### Sizing map, run 1

The bar under the picture is 20 um long.
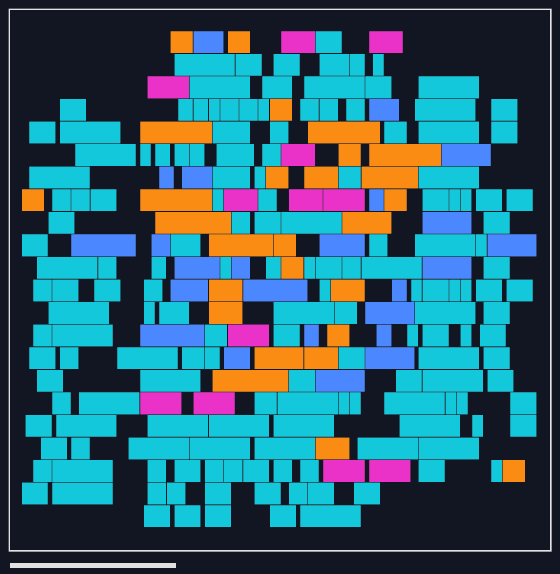
### Where the registers sit, run 1

The bar under the picture is 20 um long. Other sequential cells in the stronger grey, the rest of the logic in the fainter grey.
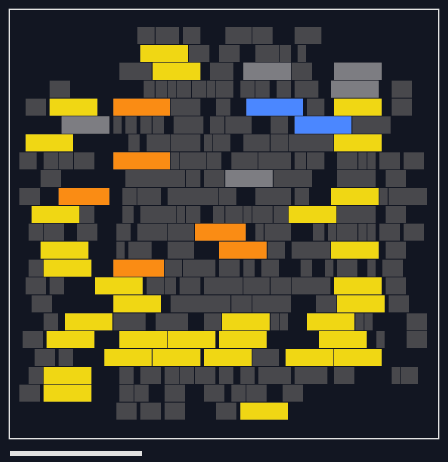
### The clock network, run 1

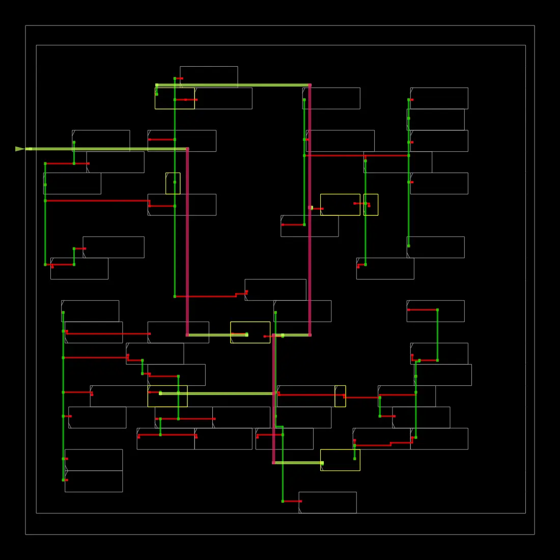
### Metal layers overlaid, run 1

The bar under the picture is 20 um long.
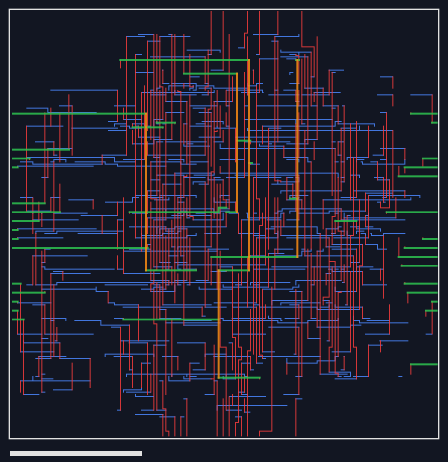
===== src/rtl/dna_pkg.sv =====
// Shared types and defaults for the DNA strand recursion datapath.
// Contents: loader_state_t (strand_loader FSM states), len_w() helper for
// length-field widths, and default DATA_WIDTH / N / n / MAX_DEL values.
package dna_pkg;

  localparam int unsigned DNA_DATA_WIDTH = 32;
  localparam int unsigned DNA_N          = 16;
  localparam int unsigned DNA_CW_LEN     = 10;
  localparam int unsigned DNA_MAX_DEL    = 2;

  typedef enum logic [1:0] {
    LOAD   = 2'd0,
    LAUNCH = 2'd1,
    WAIT   = 2'd2
  } loader_state_t;

  // Width of a field able to hold any count 0..width
  function automatic int unsigned len_w(input int unsigned width);
    return $clog2(width + 1);
  endfunction

endpackage


===== src/rtl/strand_loader_if.sv =====
// Symbol stream into the strand loader: one received binary symbol per beat.
// Signals: s_valid (symbol valid), s_ready (loader accepts), s_bit (symbol),
// s_last (final symbol of the strand).
// Modports: master drives symbols, slave (the loader) drives s_ready.
interface strand_loader_if;

  logic s_valid;
  logic s_ready;
  logic s_bit;
  logic s_last;

  modport master (output s_valid, output s_bit, output s_last, input s_ready);
  modport slave  (input s_valid, input s_bit, input s_last, output s_ready);

endinterface


===== src/rtl/strand_shift_reg.sv =====
// Strand accumulator: writes symbol k at bit k, counts kept symbols,
// saturates at N and flags overflow once a symbol had to be dropped.
// Ports: clk, rst (sync, active-high), wr (accepted beat), sym (symbol),
// clr (start a new frame), strand (packed word), cnt (symbols kept),
// overflow (sticky until clr/rst).
module strand_shift_reg
  import dna_pkg::*;
#(
  parameter int unsigned DATA_WIDTH = DNA_DATA_WIDTH,
  parameter int unsigned N          = DNA_N
) (
  input  logic                          clk,
  input  logic                          rst,
  input  logic                          wr,
  input  logic                          sym,
  input  logic                          clr,
  output logic [DATA_WIDTH-1:0]         strand,
  output logic [len_w(DATA_WIDTH)-1:0]  cnt,
  output logic                          overflow
);

  localparam int unsigned LEN_W = len_w(DATA_WIDTH);
  localparam logic [LEN_W-1:0] N_CNT = LEN_W'(N);

  // Bits at and above cnt are always zero, so an OR sets symbol cnt in place
  always_ff @(posedge clk) begin
    if (rst) begin
      strand   <= '0;
      cnt      <= '0;
      overflow <= 1'b0;
    end else if (clr) begin
      strand   <= '0;
      cnt      <= '0;
      overflow <= 1'b0;
    end else if (wr) begin
      if (cnt < N_CNT) begin
        if (sym) begin
          strand <= strand | (DATA_WIDTH'(1) << cnt);
        end
        cnt <= cnt + LEN_W'(1);
      end else begin
        overflow <= 1'b1;
      end
    end
  end

endmodule


===== src/rtl/strand_loader.sv =====
// Front-end of the forward/backward recursion: deserialises one received
// strand into a packed word, launches the recursion with a one-cycle pulse
// and holds the word stable until the engine signals done.
// Ports: clk, rst (sync, active-high), s (symbol stream, slave side),
// rec_done (engine done level), strand, strand_len, start_recursion, busy,
// overflow, len_err.
// Option macro STRAND_LEN_CHECK_EN: frames whose final length is above N or
// below n-MAX_DEL pulse len_err and are discarded without a launch;
// otherwise len_err stays 0 and every frame is launched.
module strand_loader
  import dna_pkg::*;
#(
  parameter int unsigned DATA_WIDTH = DNA_DATA_WIDTH,
  parameter int unsigned N          = DNA_N,
  parameter int unsigned n          = DNA_CW_LEN,
  parameter int unsigned MAX_DEL    = DNA_MAX_DEL
) (
  input  logic                          clk,
  input  logic                          rst,
  strand_loader_if.slave                s,
  input  logic                          rec_done,
  output logic [DATA_WIDTH-1:0]         strand,
  output logic [len_w(DATA_WIDTH)-1:0]  strand_len,
  output logic                          start_recursion,
  output logic                          busy,
  output logic                          overflow,
  output logic                          len_err
);

  localparam int unsigned LEN_W = len_w(DATA_WIDTH);

  if (N > DATA_WIDTH) begin : g_bad_n
    $error("strand_loader: N exceeds DATA_WIDTH");
  end
  if (int'(n) - int'(MAX_DEL) > int'(N)) begin : g_bad_min_len
    $error("strand_loader: n-MAX_DEL exceeds N, no frame could be kept whole");
  end

  loader_state_t state, state_next;
  logic          rec_done_q;
  logic          beat;
  logic          rise;
  logic          frame_bad;
  logic          wr;
  logic          clr;
  logic          len_fail;

  assign beat = s.s_valid && (state == LOAD);
  assign rise = rec_done && !rec_done_q;

`ifdef STRAND_LEN_CHECK_EN
  localparam logic [LEN_W-1:0] N_CNT = LEN_W'(N);
  // Length after this beat: cnt+1 below N, otherwise the frame overflows (N+1)
  assign frame_bad = overflow || (strand_len == N_CNT) ||
                     (int'(strand_len) + 1 < int'(n) - int'(MAX_DEL));
`else
  assign frame_bad = 1'b0;
`endif

  strand_shift_reg #(
    .DATA_WIDTH (DATA_WIDTH),
    .N          (N)
  ) u_shift (
    .clk      (clk),
    .rst      (rst),
    .wr       (wr),
    .sym      (s.s_bit),
    .clr      (clr),
    .strand   (strand),
    .cnt      (strand_len),
    .overflow (overflow)
  );

  // Next state and datapath controls
  always_comb begin
    state_next = state;
    wr         = 1'b0;
    clr        = 1'b0;
    len_fail   = 1'b0;
    unique case (state)
      LOAD: begin
        if (beat) begin
          wr = 1'b1;
          if (s.s_last) begin
            if (frame_bad) begin
              clr      = 1'b1;
              len_fail = 1'b1;
            end else begin
              state_next = LAUNCH;
            end
          end
        end
      end
      LAUNCH: state_next = WAIT;
      WAIT: begin
        // Only a fresh rising edge counts; a done level left over from the
        // previous frame is still high here and is ignored
        if (rise) begin
          state_next = LOAD;
          clr        = 1'b1;
        end
      end
      default: state_next = LOAD;
    endcase
  end

  // State register and registered outputs derived from the next state
  always_ff @(posedge clk) begin
    if (rst) begin
      state           <= LOAD;
      rec_done_q      <= 1'b0;
      s.s_ready       <= 1'b1;
      start_recursion <= 1'b0;
      busy            <= 1'b0;
      len_err         <= 1'b0;
    end else begin
      state           <= state_next;
      rec_done_q      <= rec_done;
      s.s_ready       <= (state_next == LOAD);
      start_recursion <= (state_next == LAUNCH);
      busy            <= (state_next != LOAD);
      len_err         <= len_fail;
    end
  end

endmodule


===== src/flat_wrapper.sv =====
// flat-port wrapper written by rule: the top's interface ports become plain ports
module strand_loader_flat import dna_pkg::*;
#(
  parameter int unsigned DATA_WIDTH = DNA_DATA_WIDTH,
  parameter int unsigned N          = DNA_N,
  parameter int unsigned n          = DNA_CW_LEN,
  parameter int unsigned MAX_DEL    = DNA_MAX_DEL
)
  (clk, rst, rec_done, strand, strand_len, start_recursion, busy, overflow, len_err, s_s_valid, s_s_bit, s_s_last, s_s_ready);
  strand_loader_if s_i ();
  input  logic clk;
  input  logic rst;
  input  logic rec_done;
  output logic [DATA_WIDTH-1:0] strand;
  output logic [len_w(DATA_WIDTH)-1:0] strand_len;
  output logic start_recursion;
  output logic busy;
  output logic overflow;
  output logic len_err;
  input wire logic [$bits(s_i.s_valid)-1:0] s_s_valid;
  input wire logic [$bits(s_i.s_bit)-1:0] s_s_bit;
  input wire logic [$bits(s_i.s_last)-1:0] s_s_last;
  output wire logic [$bits(s_i.s_ready)-1:0] s_s_ready;
  assign s_i.s_valid = s_s_valid;
  assign s_i.s_bit = s_s_bit;
  assign s_i.s_last = s_s_last;
  assign s_s_ready = s_i.s_ready;
  strand_loader #(.DATA_WIDTH(DATA_WIDTH), .N(N), .n(n), .MAX_DEL(MAX_DEL)) u_core (.clk(clk), .rst(rst), .s(s_i), .rec_done(rec_done), .strand(strand), .strand_len(strand_len), .start_recursion(start_recursion), .busy(busy), .overflow(overflow), .len_err(len_err));
endmodule

===== config.mk =====
export PLATFORM = sky130hd
export DESIGN_NAME = strand_loader_flat
export DESIGN_NICKNAME = d
export VERILOG_FILES = /design/src/rtl/dna_pkg.sv /design/src/rtl/strand_loader_if.sv /design/src/rtl/strand_shift_reg.sv /design/src/rtl/strand_loader.sv /design/src/flat_wrapper.sv
export SDC_FILE = /design/constraint.sdc
export NUM_CORES = 1
export LEC_CHECK = 0
export CAP_MARGIN = 20
export CORE_UTILIZATION = 41
export CTS_CLUSTER_SIZE = 24
export DETAILED_ROUTE_END_ITERATION = 7
export GPL_TIMING_DRIVEN = 0
export PLACE_DENSITY = 0.74
export SLEW_MARGIN = 20
export SYNTH_ARGS = -nofsm -noshare
export SYNTH_HDL_FRONTEND = slang
export SYNTH_SLANG_ARGS = --single-unit

===== constraint.sdc =====
create_clock -name clk -period 1.3 [get_ports clk]
set_input_delay 0.26 -clock clk [delete_from_list [all_inputs] [get_ports clk]]
set_output_delay 0.26 -clock clk [all_outputs]
set_load 0.01 [all_outputs]

==> summary.rpt, run 1 <==
IMPLEMENTATION SUMMARY REPORT
----------------------------------------------------
[Synthesis]
  Fraction of the mapped netlist area in compound gates ........................ 14.0%
  Main area contributors after synthesis ........................ sky130_fd_sc_hd__dfxtp_1 (55%), sky130_fd_sc_hd__and2_1 (6.5%), sky130_fd_sc_hd__o32ai_1 (6.4%)
  Yosys reg bits ........................ 45
  Unique cell types ........................ 38
  Chip area in the Yosys report ........................ 1630 um2
  Cell taking the most area after synthesis ........................ sky130_fd_sc_hd__dfxtp_1
  Post-synthesis instance area ........................ 1630 um2
  Register share after synthesis ........................ 55.2%
  Mean area per synthesized cell ........................ 10.3 um2
  Multiplexer share ........................ 0%
  Leading post-synthesis cells by instance count ........................ sky130_fd_sc_hd__dfxtp_1 (45), sky130_fd_sc_hd__and2_1 (17), sky130_fd_sc_hd__inv_1 (16)
  Warnings from Yosys ........................ 0
  Primary flip-flop cell chosen by synthesis mapping ........................ sky130_fd_sc_hd__dfxtp_1
  Async set-reset flop share out of synthesis ........................ 0%
  Synthesized-area fraction occupied by and/or/nand/nor cells ........................ 20.1%
  Count leader, synth ........................ sky130_fd_sc_hd__dfxtp_1
  Area share of the largest cell type after synthesis ........................ 55.2%
  Number of nets in the synthesized netlist ........................ 171
  Synth Instances ........................ 159
  Number of enable flip-flop cells ........................ 0
  Main combinational cell family by area after synthesis ........................ simple AND/OR/NAND/NOR gates
  Fraction of the mapped netlist area in adder cells ........................ 4.60%
  Number of cells in Yosys stat ........................ 159
  Xor and xnor area share after synthesis ........................ 0%

[Power and ir drop]
  Total leakage power ........................ 0.00114 uW
  Power density cells ........................ 1000 nW/um2
  Maximum VDD drop ........................ 822 uV
  Total power ........................ 2510 uW

[Die]
  Number of tapcells ........................ 48
  Placeable Area ........................ 3740 um2
  Die Height ........................ 65.1 um
  Cell Rows ........................ 22
  Pre-placement core utilization ........................ 43.6%
  Width of the chip ........................ 65.1 um
  I/O pin cnt ........................ 49
  DIE AREA ........................ 4240 um2

[CTS]
  Hold-fix buffers, CTS ........................ 0
  Clock transition at path regs ........................ 0.08 ns
  Number of buffers inserted to repair setup after CTS ........................ 8
  Gates resized, CTS repair ........................ 88
  CTS buffer count ........................ 5
  Root buffer cell ........................ sky130_fd_sc_hd__clkbuf_8
  Maximum level of the CTS H-tree ........................ 2
  Maximum buffer depth of the clock tree ........................ 2
  Insertion delay at the late pin of the worst-skew pair ........................ 0.30 ns
  Clock tree from TritonCTS ........................ done

[Run status]
  Violations in the final reports ........................ negative setup slack
  Run status ........................ finished, violations left

[Detailed routing]
  Via/cell ratio ........................ 5.15
  Met3 WL ........................ 241 um
  DRC errors left ........................ 0
  Post-detailed-route wirelength per cell ........................ 14.9 um
  DR top layer ........................ met4
  Number of nets with antenna violations after routing ........................ 0
  M1 WL ........................ 1.63 mm
  Metal2 WL ........................ 2.10 mm
  Post-detailed-routing wire length ........................ 4.09 mm
  Number of DRC violations after detailed-routing iteration 0 ........................ 64
  Number of detailed-routing iterations run before antenna repair ........................ 4

[STA]
  Final setup vio count ........................ 14
  Sum Neg Setup Slack ........................ -0.482 ns
  Final Hold Fails ........................ 0
  Setup clock skew after layout ........................ 0.00515 ns
  Final Slew Violations ........................ 0
  RSZ-0062 raised after global routing ........................ true
  Period utilisation layout ........................ 109%
  Fin worst setup slack ........................ -0.112 ns
  Max Clock Freq ........................ 708 MHz
  Post-layout min period ........................ 1.41 ns
  Hold WS ........................ 0.429 ns

[Layout]
  Final-layout clock-cell area share ........................ 3.28%
  Sequential share of cell area ........................ 36.6%
  Proportion of cell area occupied by multi-input gates ........................ 32.0%
  Layout sequential cell count ........................ 45
  Final Util ........................ 67.2%
  Number of standard cells in the final layout excluding fillers ........................ 274
  Final non-clock buffer share ........................ 23.4%
  Diode count ........................ 0
  Non-Clock Inverter Count ........................ 16
  Area of the multi-input gates ........................ 805 um2
  Number of nets at the end of the flow ........................ 237
  Proportion of layout cells with a drive suffix above 1 ........................ 27.9%
  Sequential cell area in the final layout ........................ 920 um2
  Largest area class, layout ........................ flip-flops and latches
  Combinational Gates ........................ 90
  Filler Cell Count ........................ 297

[Global routing]
  Met3 routing resource usage after global routing ........................ 7.39%
  GR peak layer ........................ met2
  Grt ovf ........................ 0
  Global-route wire length before repair ........................ 6.47 mm
  GRT met1 Usage ........................ 21.6%
  Number of global-route vias before repair ........................ 1406
  Number of antenna violations at the first check in global routing ........................ 0
  Fraction of met2 tracks used by global routing ........................ 36.1%
  Pin count of the biggest net entering global routing ........................ 14

[Setup path]
  FF-to-FF setup slack ........................ -0.11 ns
  CP max stage delay ........................ 0.44 ns
  Number of cells traversed by the worst register-to-register path ........................ 3
  Worst reg2reg startpoint ........................ u_core.state[0]
  CP endpoint kind ........................ flip-flop
  Critical path start-end classification ........................ flip-flop to flip-flop
  Arrival time of data at the critical path endpoint ........................ 1.65 ns
  Worst reg2reg path endpoint ........................ u_core.u_shift.cnt[3]
  CP startpoint kind ........................ flip-flop
  Cell Chain, Critical Path ........................ or3b_4 > or4_4 > a21oi_2
  Maximum net fanout on the critical path ........................ 6
  Slowest library cell on the worst path ........................ sky130_fd_sc_hd__or3b_4
  Required time at the endpoint of the critical path ........................ 1.54 ns

[Flow run]
  Total tool warning count ........................ 33
  Max Cap Viol ........................ 0

[Hold path]
  Endpoint with the worst hold slack ........................ u_core.rec_done_q
  Worst hold stages ........................ 2
  Start point of the worst min-delay path ........................ rec_done
  Min-delay worst type ........................ input port to flip-flop

[Place]
  Final GP Congestion ........................ 0.746
  Worst setup slack before clock tree synthesis ........................ -0.678 ns
  Post-DP Area ........................ 2170 um2
  Count of input and output buffers ........................ 47
  Total half-perimeter wirelength after legalization and detailed placement ........................ 2.55 mm
  Cell count after placement ........................ 254

----------------------------------------------------
About 'Sizing map':
| colour | size | cells | share |
|---|---|---|---|
| orange | _3 and _4 cells | 27 | 12% |
| cyan | _0 and _1 cells | 163 | 72% |
| blue | _2 cells | 24 | 11% |
| magenta | _6 and larger | 12 | 5.3% |
nonclk buf count: 67
post-route cell area: 2510 um2
area added between synthesis and finish: 54.1%

About 'Where the registers sit':
| colour | name in the netlist | sequential cells |
|---|---|---|
| yellow | u_core.u_shift.strand | 32 |
| blue | u_core.state | 2 |
| orange | u_core.u_shift.cnt | 6 |
not coloured: 5

About 'The clock network':
sinks on the clock net: 45
clk_buf instances: 6

About 'Metal layers overlaid':
| colour | layer | wire length |
|---|---|---|
| green | metal 3 | 242 um |
| orange | metal 4 | 123 um |
| red | metal 2 | 2100 um |
| blue | metal 1 | 1630 um |
overall global routing resource usage: 20.8%
count of vias placed by the detailed router: 1411

==> run 1: worst max-delay path by stage <==
stage	slack [ns]	from	cells after the start	end
finish	-0.11	u_core.state[0]	3	u_core.u_shift.cnt[3]
CTS	-0.10	u_core.state[1]	3	u_core.u_shift.cnt[3]
global route	-0.14	u_core.state[0]	3	u_core.u_shift.cnt[3]
floorplan	-0.03	u_core.u_shift.cnt[4]	4	u_core.u_shift.cnt[3]
global placement	-0.62	rec_done	5	u_core.u_shift.strand[23]
detailed placement	-0.68	rec_done	5	u_core.u_shift.strand[26]
==> run 1: state kept, by name, summed over array words and instances (netlist names) <==
| name | cells |
|---|---|
| u_core.s.s_ready | 1 |
| u_core.start_recursion | 1 |
| u_core.state | 2 |
| u_core.u_shift.overflow | 1 |
| u_core.u_shift.strand | 32 |
| u_core.busy | 1 |
| u_core.rec_done_q | 1 |
| u_core.u_shift.cnt | 6 |
==> run 1: critical path: cells and delay by family, from the launching register on <==
family / cells / cell delay, ns
compound gates: 1 / 0.13
flops: 1 / 0.36
simple gates: 2 / 0.87
==> run 1: layout by cell type (no fill, tap or decap), drive strengths merged, types with 2 or more instances in the layout <==
cell type / count
o21ai: 3
clkdlybuf4s50: 2
nand2: 2
nor4: 2
clkinv: 2
and3: 4
ha: 6
nand4: 3
o21a: 2
and2: 17
buf: 16
a21oi: 7
nor2: 7
or4: 3
o32ai: 12
nor2b: 2
nand3: 3
inv: 16
dlygate4sd2: 43
a31oi: 2
dfxtp: 45
clkbuf: 11
==> run 1: power by group <==
group / internal (uW) / leakage, uW / total (uW) / switching, uW
Clock: 372 / 0.0000450 / 813 / 441
Combinational: 138 / 0.000730 / 280 / 142
Sequential: 1400 / 0.000368 / 1420 / 21.8
Total: 1910 / 0.00114 / 2510 / 605
### I/O nets highlighted, run 1

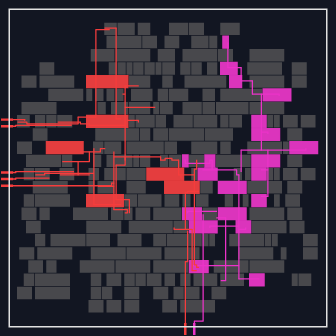

==> run 2, diff against run 1 <==
==> constraint.sdc (replaced) <==
create_clock -name clk -period 1.3 [get_ports clk]
set_input_delay 0.26 -clock clk [delete_from_list [all_inputs] [get_ports clk]]
set_output_delay 0.26 -clock clk [all_outputs]
set_load 0.005 [all_outputs]
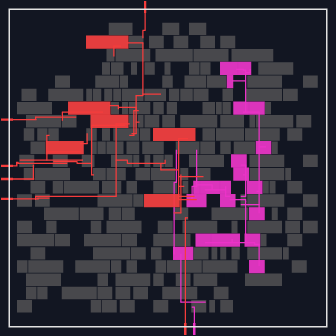
*I/O nets highlighted, run 2*
| colour | port | bits | direction | edge | end cells | buffers | wire |
|---|---|---|---|---|---|---|---|
| magenta | rst | 1 | input | bottom | 20 | 3 | 145 um |
| red | strand_len | 6 | output | 4 left, 1 top, 1 bottom | 6 | 6 | 268 um |

==> run 2 against run 1 <==
Net effect: critical endpoint unchanged; design area down 7.4%; setup slack improved by 0.021 ns; routed wire length down 15%; first-iteration DRC count decreased by 9.4%; hold slack worse by 0.16 ns; the run still ends with negative setup slack left; highest routed layer unchanged.
==> summary.rpt, run 2 <==
IMPLEMENTATION SUMMARY REPORT
----------------------------------------------------
[Layout]
  Commonest non-fill, non-tap cells in the layout ........................ sky130_fd_sc_hd__dlygate4sd2_1 (44), sky130_fd_sc_hd__dfxtp_1 (28), sky130_fd_sc_hd__and2_1 (17), sky130_fd_sc_hd__inv_1 (16), sky130_fd_sc_hd__dfxtp_2 (13) (was sky130_fd_sc_hd__dlygate4sd2_1 (43), sky130_fd_sc_hd__dfxtp_1 (38), sky130_fd_sc_hd__and2_1 (17), sky130_fd_sc_hd__inv_1 (16), sky130_fd_sc_hd__buf_4 (11))
  Most flop-heavy register ........................ u_core.u_shift.strand (unchanged)
  Max reg flops ........................ 32 (unchanged)
  Proportion of layout cells with a drive suffix above 1 ........................ 21.7% (was 27.9%)
  Area added between synthesis and finish ........................ 42.7% (was 54.1%)
  Largest registers ........................ u_core.u_shift.strand: 32 flops, u_core.u_shift.cnt: 6 flops, u_core.state: 2 flops (unchanged)
  Diode count ........................ 0 (unchanged)

[Power and ir drop]
  Switching part of the total power ........................ 22.3% (was 24.1%)
  Comb. pwr ........................ 188 uW (was 280 uW)
  Total power ........................ 2460 uW (was 2510 uW)
  Switching power total ........................ 550 uW (was 605 uW)
  Internal power consumption ........................ 1910 uW (about the same)
  Maximum VDD drop ........................ 654 uV (was 822 uV)

[Setup path]
  CP max stage delay ........................ 0.43 ns (was 0.44 ns)
  Critical path start-end classification ........................ flip-flop to flip-flop (unchanged)
  Arrival time of data at the critical path endpoint ........................ 1.63 ns (was 1.65 ns)
  Maximum net fanout on the critical path ........................ 6 (unchanged)
  Slowest library cell on the worst path ........................ sky130_fd_sc_hd__or3b_4 (unchanged)

[Detailed routing]
  Count of vias placed by the detailed router ........................ 1334 (was 1411)
  Number of nets with antenna violations after routing ........................ 0 (unchanged)
  Number of DRC violations after detailed-routing iteration 0 ........................ 58 (was 64)
  Post-detailed-routing wire length ........................ 3.47 mm (was 4.09 mm)
  Via/cell ratio ........................ 5.03 (was 5.15)
  Met3 WL ........................ 175 um (was 241 um)
  Post-detailed-route wirelength per cell ........................ 13.1 um (was 14.9 um)
  DR top layer ........................ met4 (unchanged)
  Number of detailed-routing iterations run before antenna repair ........................ 4 (unchanged)

[Flow run]
  Max Cap Viol ........................ 0 (unchanged)
  Total tool warning count ........................ 33 (unchanged)

[Synthesis]
  Number of cells in Yosys stat ........................ 159 (unchanged)
  Leading post-synthesis cells by instance count ........................ sky130_fd_sc_hd__dfxtp_1 (45), sky130_fd_sc_hd__and2_1 (17), sky130_fd_sc_hd__inv_1 (16) (unchanged)
  Yosys reg bits ........................ 45 (unchanged)
  Unique cell types ........................ 38 (unchanged)
  Number of enable flip-flop cells ........................ 0 (unchanged)
  Mean area per synthesized cell ........................ 10.3 um2 (unchanged)
  Post-synthesis instance area ........................ 1630 um2 (unchanged)
  Number of nets in the synthesized netlist ........................ 171 (unchanged)
  Cell taking the most area after synthesis ........................ sky130_fd_sc_hd__dfxtp_1 (unchanged)

[Global routing]
  GR peak layer ........................ met2 (unchanged)
  Met3 routing resource usage after global routing ........................ 4.75% (was 7.39%)
  Overall global routing resource usage ........................ 18.4% (was 20.8%)
  Global-route wire length before repair ........................ 5.86 mm (was 6.47 mm)
  Number of antenna violations at the first check in global routing ........................ 0 (unchanged)
  Fraction of met2 tracks used by global routing ........................ 31.5% (was 36.1%)
  Grt ovf ........................ 0 (unchanged)

[CTS]
  Clock transition at path regs ........................ 0.07 ns (was 0.08 ns)
  Hold-fix buffers, CTS ........................ 0 (unchanged)
  CTS buffer count ........................ 5 (unchanged)
  Root buffer cell ........................ sky130_fd_sc_hd__clkbuf_8 (unchanged)

[Place]
  Worst setup slack before clock tree synthesis ........................ -0.691 ns (was -0.678 ns)
  Total half-perimeter wirelength after legalization and detailed placement ........................ 2.47 mm (was 2.55 mm)

[Run status]
  Violations in the final reports ........................ negative setup slack (unchanged)
  Run status ........................ finished, violations left (unchanged)

[Hold path]
  Min-delay worst type ........................ input port to flip-flop (unchanged)

[Die]
  Placeable Area ........................ 3740 um2 (unchanged)
  Width of the chip ........................ 65.1 um (unchanged)

[STA]
  Final setup vio count ........................ 2 (was 14)
  RSZ-0062 raised after global routing ........................ true (unchanged)
  Fin worst setup slack ........................ -0.0910 ns (was -0.112 ns)
  Sum Neg Setup Slack ........................ -0.105 ns (was -0.482 ns)
  Final Slew Violations ........................ 0 (unchanged)
  Post-layout min period ........................ 1.39 ns (was 1.41 ns)

----------------------------------------------------
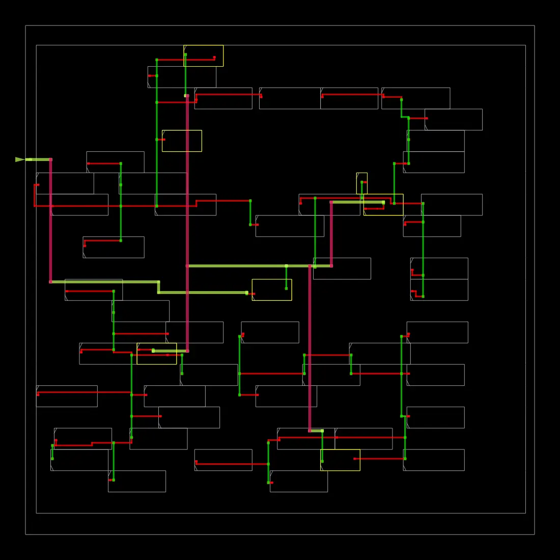
*The clock network, run 2*
layout sequential cell count: 45
setup clock skew after layout: 0.00306 ns
clock-net power: 854 uW

run 2: logic make-up (layout without fill, tap and decap cells):
kind of cell | Yosys count | count (layout) | share of synthesized area, %
and+or+nand+nor | 52 | 52 | 20.1
adders and majority gates | 6 | 6 | 4.60
AOI/OAI and AO/OA | 31 | 31 | 14.0
other | 1 | 1 | 0.230
DFF | 45 | 45 | 55.2
buffers and inverters | 24 | 82 | 5.83
run 2: path summary, 6_finish.rpt:
path / from / endpoint / slack (ns) / depth (start not counted)
worst max register to register: u_core.state[1] / u_core.u_shift.cnt[3] / -0.09 / 3
worst max-delay path: u_core.state[1] / u_core.u_shift.cnt[3] / -0.09 / 3
worst min-delay path: rec_done / u_core.rec_done_q / 0.27 / 2
worst min register to register: u_core.u_shift.strand[26] / u_core.u_shift.strand[26] / 0.46 / 1
run 2: layout make-up:
class                           instances  area [um2]
Fill cell                             338        1420
Multi-Input combinational cell         90         681
Inverter                               16        60.1
Tap cell                               48        60.1
Clock buffer                            7        86.3
Sequential cell                        45         932
Buffer                                  8        61.3
Timing Repair Buffer                   51         448
run 2: worst reg2reg max path: cells and delay by family, from the launching register on:
| kind | cells | cell delay [ns] |
|---|---|---|
| and+or+nand+nor | 2 | 0.86 |
| DFF | 1 | 0.35 |
| AOI/OAI and AO/OA | 1 | 0.12 |
run 2: through the flow:
| stage | std cells | utilization (%) | hold WS (ns) | instance area, um2 |
|---|---|---|---|---|
| 6_report | 265 | 62.2 | 0.270 | 2330 |
| 3_5_place_dp | 254 | 57.9 | 0.445 | 2170 |
| 2_1_floorplan | 159 | - | 0.388 | 1640 |
| 3_3_place_gp | 254 | 57.9 | 0.442 | 2170 |
| 5_1_grt | 265 | 62.2 | 0.271 | 2330 |
| 4_1_cts | 264 | 61.6 | 0.463 | 2300 |
No activity file was given, so power comes from the tool's default toggle rates.
